==> src/rtl/fetch_pc_unit.sv <==
// -----------------------------------------------------------------------------
// fetch_pc_pkg / fetch_pc_unit
//
// Fetch-stage next-PC generator. It holds the IF program counter and a
// direct-mapped branch target buffer (BTB). A BTB hit combined with the
// direction bit from the downstream local-history predictor steers fetch.
// Branches and jumps are resolved from EX. A mispredict raises flush_o in the
// same cycle and redirects the PC on the next edge. Two saturating counters
// track resolved branches and mispredicts.
//
// Ports
//   clk               in   1          clock, all state on rising edge
//   rst               in   1          asynchronous active-low reset
//   is_stall          in   1          pipeline stall: IF holds, EX resolve suppressed
//   br_pred_i         in   1          predictor direction for pc_IF_o (1 = taken)
//   pc_IF_o           out  32         current fetch PC
//   pred_taken_IF_o   out  1          fetch predicted taken
//   pred_target_IF_o  out  32         predicted next fetch address
//   opcode_EX         in   opcode     opcode of the instruction in EX
//   pc_EX             in   32         PC of the instruction in EX
//   br_en_EX          in   1          conditional branch outcome
//   target_EX         in   32         computed branch/jump target
//   pred_taken_EX     in   1          prediction carried along with the EX instr
//   pred_target_EX    in   32         predicted target carried along with it
//   flush_o           out  1          squash IF/ID (combinational)
//   br_count_o        out  CNT_WIDTH  resolved branch/jump count (saturating)
//   mispred_count_o   out  CNT_WIDTH  mispredict count (saturating)
// -----------------------------------------------------------------------------
package fetch_pc_pkg;
  typedef enum logic [6:0] {
    op_lui   = 7'b0110111,
    op_auipc = 7'b0010111,
    op_jal   = 7'b1101111,
    op_jalr  = 7'b1100111,
    op_br    = 7'b1100011,
    op_load  = 7'b0000011,
    op_store = 7'b0100011,
    op_imm   = 7'b0010011,
    op_reg   = 7'b0110011,
    op_csr   = 7'b1110011
  } rv32i_opcode;
endpackage

module fetch_pc_unit
  import fetch_pc_pkg::*;
#(
  parameter int unsigned BTB_IDX_BITS  = 5,
  parameter int unsigned PC_BIT_OFFSET = 2,
  parameter logic [31:0] RESET_PC      = 32'h4000_0060,
  parameter int unsigned CNT_WIDTH     = 32
) (
  input  logic                 clk,
  input  logic                 rst,
  input  logic                 is_stall,
  input  logic                 br_pred_i,
  output logic [31:0]          pc_IF_o,
  output logic                 pred_taken_IF_o,
  output logic [31:0]          pred_target_IF_o,
  input  rv32i_opcode          opcode_EX,
  input  logic [31:0]          pc_EX,
  input  logic                 br_en_EX,
  input  logic [31:0]          target_EX,
  input  logic                 pred_taken_EX,
  input  logic [31:0]          pred_target_EX,
  output logic                 flush_o,
  output logic [CNT_WIDTH-1:0] br_count_o,
  output logic [CNT_WIDTH-1:0] mispred_count_o
);

  localparam int unsigned ENTRIES = 1 << BTB_IDX_BITS;
  localparam int unsigned IDX_LSB = PC_BIT_OFFSET;
  localparam int unsigned IDX_MSB = BTB_IDX_BITS + PC_BIT_OFFSET - 1;
  localparam int unsigned TAG_LSB = BTB_IDX_BITS + PC_BIT_OFFSET;
  localparam int unsigned TAG_W   = 32 - TAG_LSB;

  typedef logic [BTB_IDX_BITS-1:0] idx_t;
  typedef logic [TAG_W-1:0]        tag_t;

  // BTB storage
  logic [ENTRIES-1:0] btb_valid;
  tag_t               btb_tag    [ENTRIES];
  logic [31:0]        btb_target [ENTRIES];

  logic [31:0] pc_q;
  logic [31:0] pc_d;
  logic [CNT_WIDTH-1:0] br_count_q;
  logic [CNT_WIDTH-1:0] mispred_count_q;

  // ---------------------------------------------------------------------------
  // Fetch-side lookup
  // ---------------------------------------------------------------------------
  idx_t        if_idx;
  tag_t        if_tag;
  logic        btb_hit;
  logic [31:0] pc_plus4;

  assign if_idx   = pc_q[IDX_MSB:IDX_LSB];
  assign if_tag   = pc_q[31:TAG_LSB];
  assign btb_hit  = btb_valid[if_idx] && (btb_tag[if_idx] == if_tag);
  assign pc_plus4 = pc_q + 32'd4;

  assign pc_IF_o          = pc_q;
  // Gated by rst so nothing downstream sees a prediction while in reset.
  assign pred_taken_IF_o  = rst && btb_hit && br_pred_i;
  assign pred_target_IF_o = btb_hit ? btb_target[if_idx] : pc_plus4;

  // ---------------------------------------------------------------------------
  // EX-side resolution
  // ---------------------------------------------------------------------------
  logic        is_ctrl;
  logic        res;
  logic        actual_taken;
  logic        mispred;
  logic [31:0] redirect_pc;
  idx_t        ex_idx;
  tag_t        ex_tag;

  assign is_ctrl      = (opcode_EX == op_br) || (opcode_EX == op_jal) ||
                        (opcode_EX == op_jalr);
  assign res          = !is_stall && is_ctrl;
  assign actual_taken = (opcode_EX == op_jal) || (opcode_EX == op_jalr) ||
                        ((opcode_EX == op_br) && br_en_EX);
  // A taken prediction with the wrong target is also a mispredict.
  assign mispred      = res && ((actual_taken != pred_taken_EX) ||
                                (actual_taken && (pred_target_EX != target_EX)));
  assign flush_o      = rst && mispred;
  assign redirect_pc  = actual_taken ? target_EX : (pc_EX + 32'd4);
  assign ex_idx       = pc_EX[IDX_MSB:IDX_LSB];
  assign ex_tag       = pc_EX[31:TAG_LSB];

  // ---------------------------------------------------------------------------
  // Next-PC selection. Mispredict cannot coincide with a stall because res
  // already excludes is_stall, so the ordering below is only for clarity.
  // ---------------------------------------------------------------------------
  // NOTE: every always_comb output gets a default first so no path leaves it
  // unassigned; an unassigned path would infer a latch.
  always_comb begin
    pc_d = pc_plus4;
    if (mispred)              pc_d = redirect_pc;
    else if (is_stall)        pc_d = pc_q;
    else if (pred_taken_IF_o) pc_d = pred_target_IF_o;
  end

  // NOTE: sequential state uses non-blocking assignments so every flop samples
  // the pre-edge values regardless of statement order.
  always_ff @(posedge clk or negedge rst) begin
    if (!rst) begin
      pc_q            <= RESET_PC;
      btb_valid       <= '0;
      br_count_q      <= '0;
      mispred_count_q <= '0;
    end else begin
      pc_q <= pc_d;
      if (res && actual_taken) btb_valid[ex_idx] <= 1'b1;
      if (res && (br_count_q != '1))
        br_count_q <= br_count_q + CNT_WIDTH'(1);
      if (mispred && (mispred_count_q != '1))
        mispred_count_q <= mispred_count_q + CNT_WIDTH'(1);
    end
  end

  // NOTE: tag/target arrays are deliberately left out of reset; the valid bits
  // alone make stale contents invisible, and an unreset array maps to plain RAM.
  // Reads are combinational from these registers, so a same-cycle lookup at
  // the index being written returns the old contents.
  always_ff @(posedge clk) begin
    if (res && actual_taken) begin
      btb_tag[ex_idx]    <= ex_tag;
      btb_target[ex_idx] <= target_EX;
    end
  end

  assign br_count_o      = br_count_q;
  assign mispred_count_o = mispred_count_q;

endmodule

==> config.mk <==
export PLATFORM = sky130hd
export DESIGN_NAME = fetch_pc_unit
export DESIGN_NICKNAME = d
export VERILOG_FILES = /design/src/rtl/fetch_pc_unit.sv
export SDC_FILE = /design/constraint.sdc
export NUM_CORES = 2
export LEC_CHECK = 0
export ABC_CLOCK_PERIOD_IN_PS = 5000
export CAP_MARGIN = 5
export CORE_UTILIZATION = 25
export CTS_BUF_LIST = sky130_fd_sc_hd__clkbuf_8
export CTS_CLUSTER_DIAMETER = 150
export DETAILED_ROUTE_END_ITERATION = 8
export HOLD_SLACK_MARGIN = 0.1
export SLEW_MARGIN = 20
export SYNTH_ARGS = -nofsm -noshare
export SYNTH_HDL_FRONTEND = slang
export SYNTH_SLANG_ARGS = --single-unit
==> constraint.sdc <==
create_clock -name clk -period 5 [get_ports clk]
set_input_delay 1 -clock clk [delete_from_list [all_inputs] [get_ports clk]]
set_output_delay 1 -clock clk [all_outputs]
set_load 0.01 [all_outputs]
==> results_slide.txt <==
Run Summary

Outcome
  • Status: complete, but fails checks
  • Failing checks: setup timing

Global routing
  • GRT overflow: 0
  • Initial antenna violation count: 20

Floorplan
  • IO Count: roughly 240
  • Chip area: ~310000 um2

Power and ir drop
  • Reg power frac: 0.420
  • Cell Int Power: around 0.030 W

Yosys
  • Mapped Area: approximately 80000 um2
  • Avg Cell Area, Syn: between 15 and 20 um2

Setup path
  • RR Startpoint: pc_IF_o[3]
  • CP arrival: between 4 and 5 ns

STA
  • Setup ws final: -0.829 ns
  • Final setup vio count: 33
  • Worst Max-Slew Pin Slew: approximately 1.1 ns

Clocking
  • Post-CTS Setup Bufs: 25
  • CTS tree: yes
  • H-tree levels: 5

Final layout
  • Fin cells: 9156

Drt
  • WL per Instance: 28.7 um
  • Avg Vias per Cell: ~5

Run
  • Tool Warnings: 32
-- power by group through the flow --
stage                     registers [W]  logic [W]  clock network (W)
after floorplan                  0.0184    0.00540                  0
after global placement           0.0185     0.0107                  0
after CTS                        0.0181     0.0113             0.0135
after detailed placement         0.0185     0.0107                  0
after global routing             0.0181     0.0121             0.0142
final                            0.0181     0.0117             0.0133
-- worst paths after layout --
path                                             to  slack (ns)  depth (start not counted)
worst max register to register           pc_IF_o[5]        0.48                         17
max in group asynchronous                pc_IF_o[3]        3.52                          3
worst max-delay path            pred_target_IF_o[3]       -0.83                         17
worst min register to register        btb_valid[23]        0.46                          1
worst min-delay path                 br_count_o[18]        0.41                          2
min in group clk                      btb_valid[23]        0.46                          1
-- synth_stat cells (8+ instances only) --
| cell | instances |
|---|---|
| edfxtp_1 | 1824 |
| mux4_2 | 466 |
| mux2i_1 | 190 |
| nand2_1 | 163 |
| dfrtp_1 | 125 |
| nor2_1 | 124 |
| clkbuf_1 | 105 |
| xnor2_1 | 105 |
| buf_2 | 70 |
| xor2_1 | 70 |
| o21ai_0 | 67 |
| a21oi_1 | 66 |
| nand3_1 | 64 |
| nand4_1 | 42 |
| or2_2 | 35 |
| a22oi_1 | 30 |
| o221ai_1 | 27 |
| and3_1 | 25 |
| nor3_1 | 25 |
| o22ai_1 | 25 |
| and2_1 | 21 |
| buf_4 | 19 |
| inv_1 | 19 |
| mux2_2 | 18 |
| a221oi_1 | 17 |
| a211o_1 | 12 |
| buf_1 | 11 |
| a31oi_1 | 10 |
| and4_1 | 9 |
| nor4_1 | 9 |
| o211ai_1 | 8 |
-- layer usage --
metal	vias to the layer above	share of wire	routed length, um	track usage
li1	17869	-	-	-
met2	2411	0.49	129000	0.275
met3	578	0.081	21300	0.0301
met1	23750	0.37	96200	0.197
met5	-	0.000072	19	0
met4	4	0.061	15900	0.0897
-- flip-flops by register name, summed over array words and instances (netlist names) --
signal	flops
br_count_o	32
btb_target	1024
mispred_count_o	32
btb_valid	32
pc_IF_o	32
btb_tag	800
-- cells in the final DEF (no fill, tap or decap), types with 10 or more instances in the layout --
cell type	netlist	layout
o21ai_1	2	13
nand2_2	0	13
mux4_2	466	466
and2_1	21	20
buf_16	0	14
clkbuf_8	0	360
dfrtp_1	125	122
a221oi_1	17	10
a22oi_1	30	26
clkinv_2	0	19
o221ai_1	27	27
inv_1	19	125
o22ai_1	25	22
nor3_1	25	23
buf_6	4	33
nor2_4	0	32
nand4_1	42	42
a21oi_1	66	61
o21ai_0	67	41
xor2_1	70	64
buf_12	0	86
buf_4	19	391
mux2i_1	190	178
buf_2	70	15
a211o_1	12	11
o21ai_2	0	14
mux2_2	18	17
nand2_1	163	150
xnor2_1	105	99
nor2_1	124	90
clkdlybuf4s50_1	0	202
nand3_1	64	61
edfxtp_1	1824	1824
or2_2	35	35
and3_1	25	25
clkinv_1	1	78
-- cell type report --
cell class,instances,area share
diodes,9,0.000233
clock buffers,360,0.0512
clock inverters,218,0.0109
inverters,21,0.000930
multi-input cells,1721,0.204
flip-flops and latches,1952,0.599
well taps,4120,0.0532
repair buffers,755,0.0803
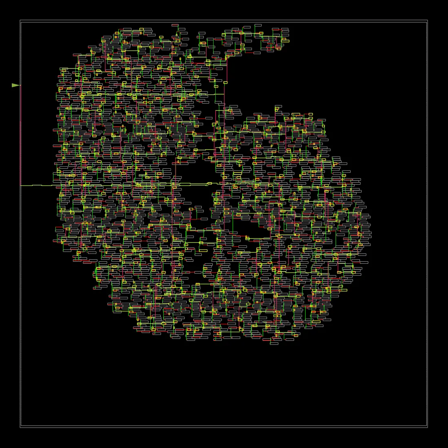
**Above:** clock routing.
cts bufs inserted: 339
Num Clock Sinks: 1952

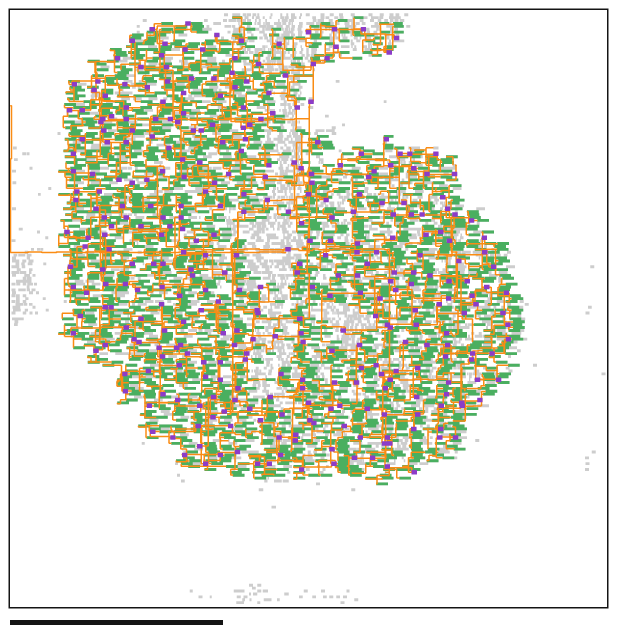
**Above:** clock distribution.
The bar under the picture is 200 um long.
Orange shows clock wires, length 24.9 mm. Purple shows cells driving clock nets, count 339. Green shows flip-flops, count 1952.
There are 340 routed clock nets.
Clk network pwr share: 0.309
clk latency late pin: 1.06 ns
worst clock skew: 0.0753 ns

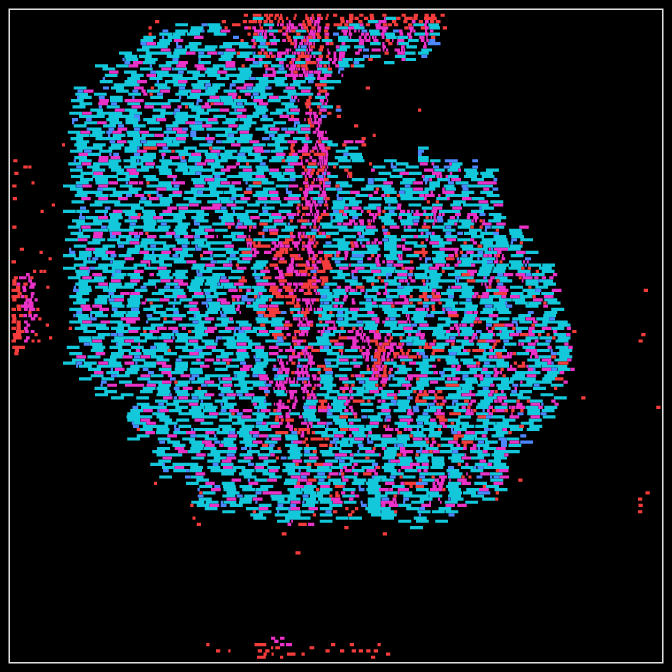
**Above:** cells colored by class.
Red shows other buffers and delay cells, cells 755. Cyan shows flip-flops, cells 1952. Blue shows clock drivers and dummy loads, cells 578. Magenta shows all other logic, cells 1742.
Design Area, Final: 96800 um2
Seq area share: 0.599
Post-Route Utilization: 0.313
Cell Rows: 204
Core ar.: 310000 um2

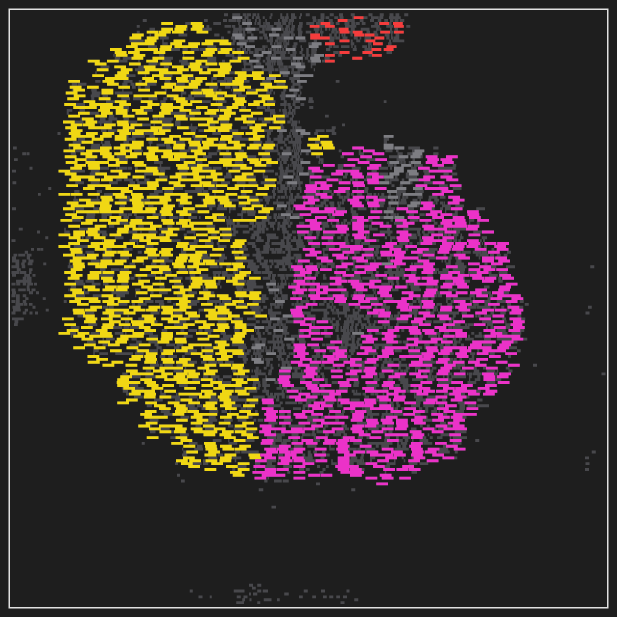
**Above:** sequential cells grouped by signal name.
Other sequential cells in the stronger gray, the rest of the logic in the fainter gray.
Magenta shows btb_tag, placed flops 800. Yellow shows btb_target, placed flops 1024. Red shows br_count_o, placed flops 32, where top center.
Another 96 sequential cells are not colored.
Reg area: 58000 um2
Seq group: 0.0181 W

No activity file was given, so power comes from the tool's default toggle rates.
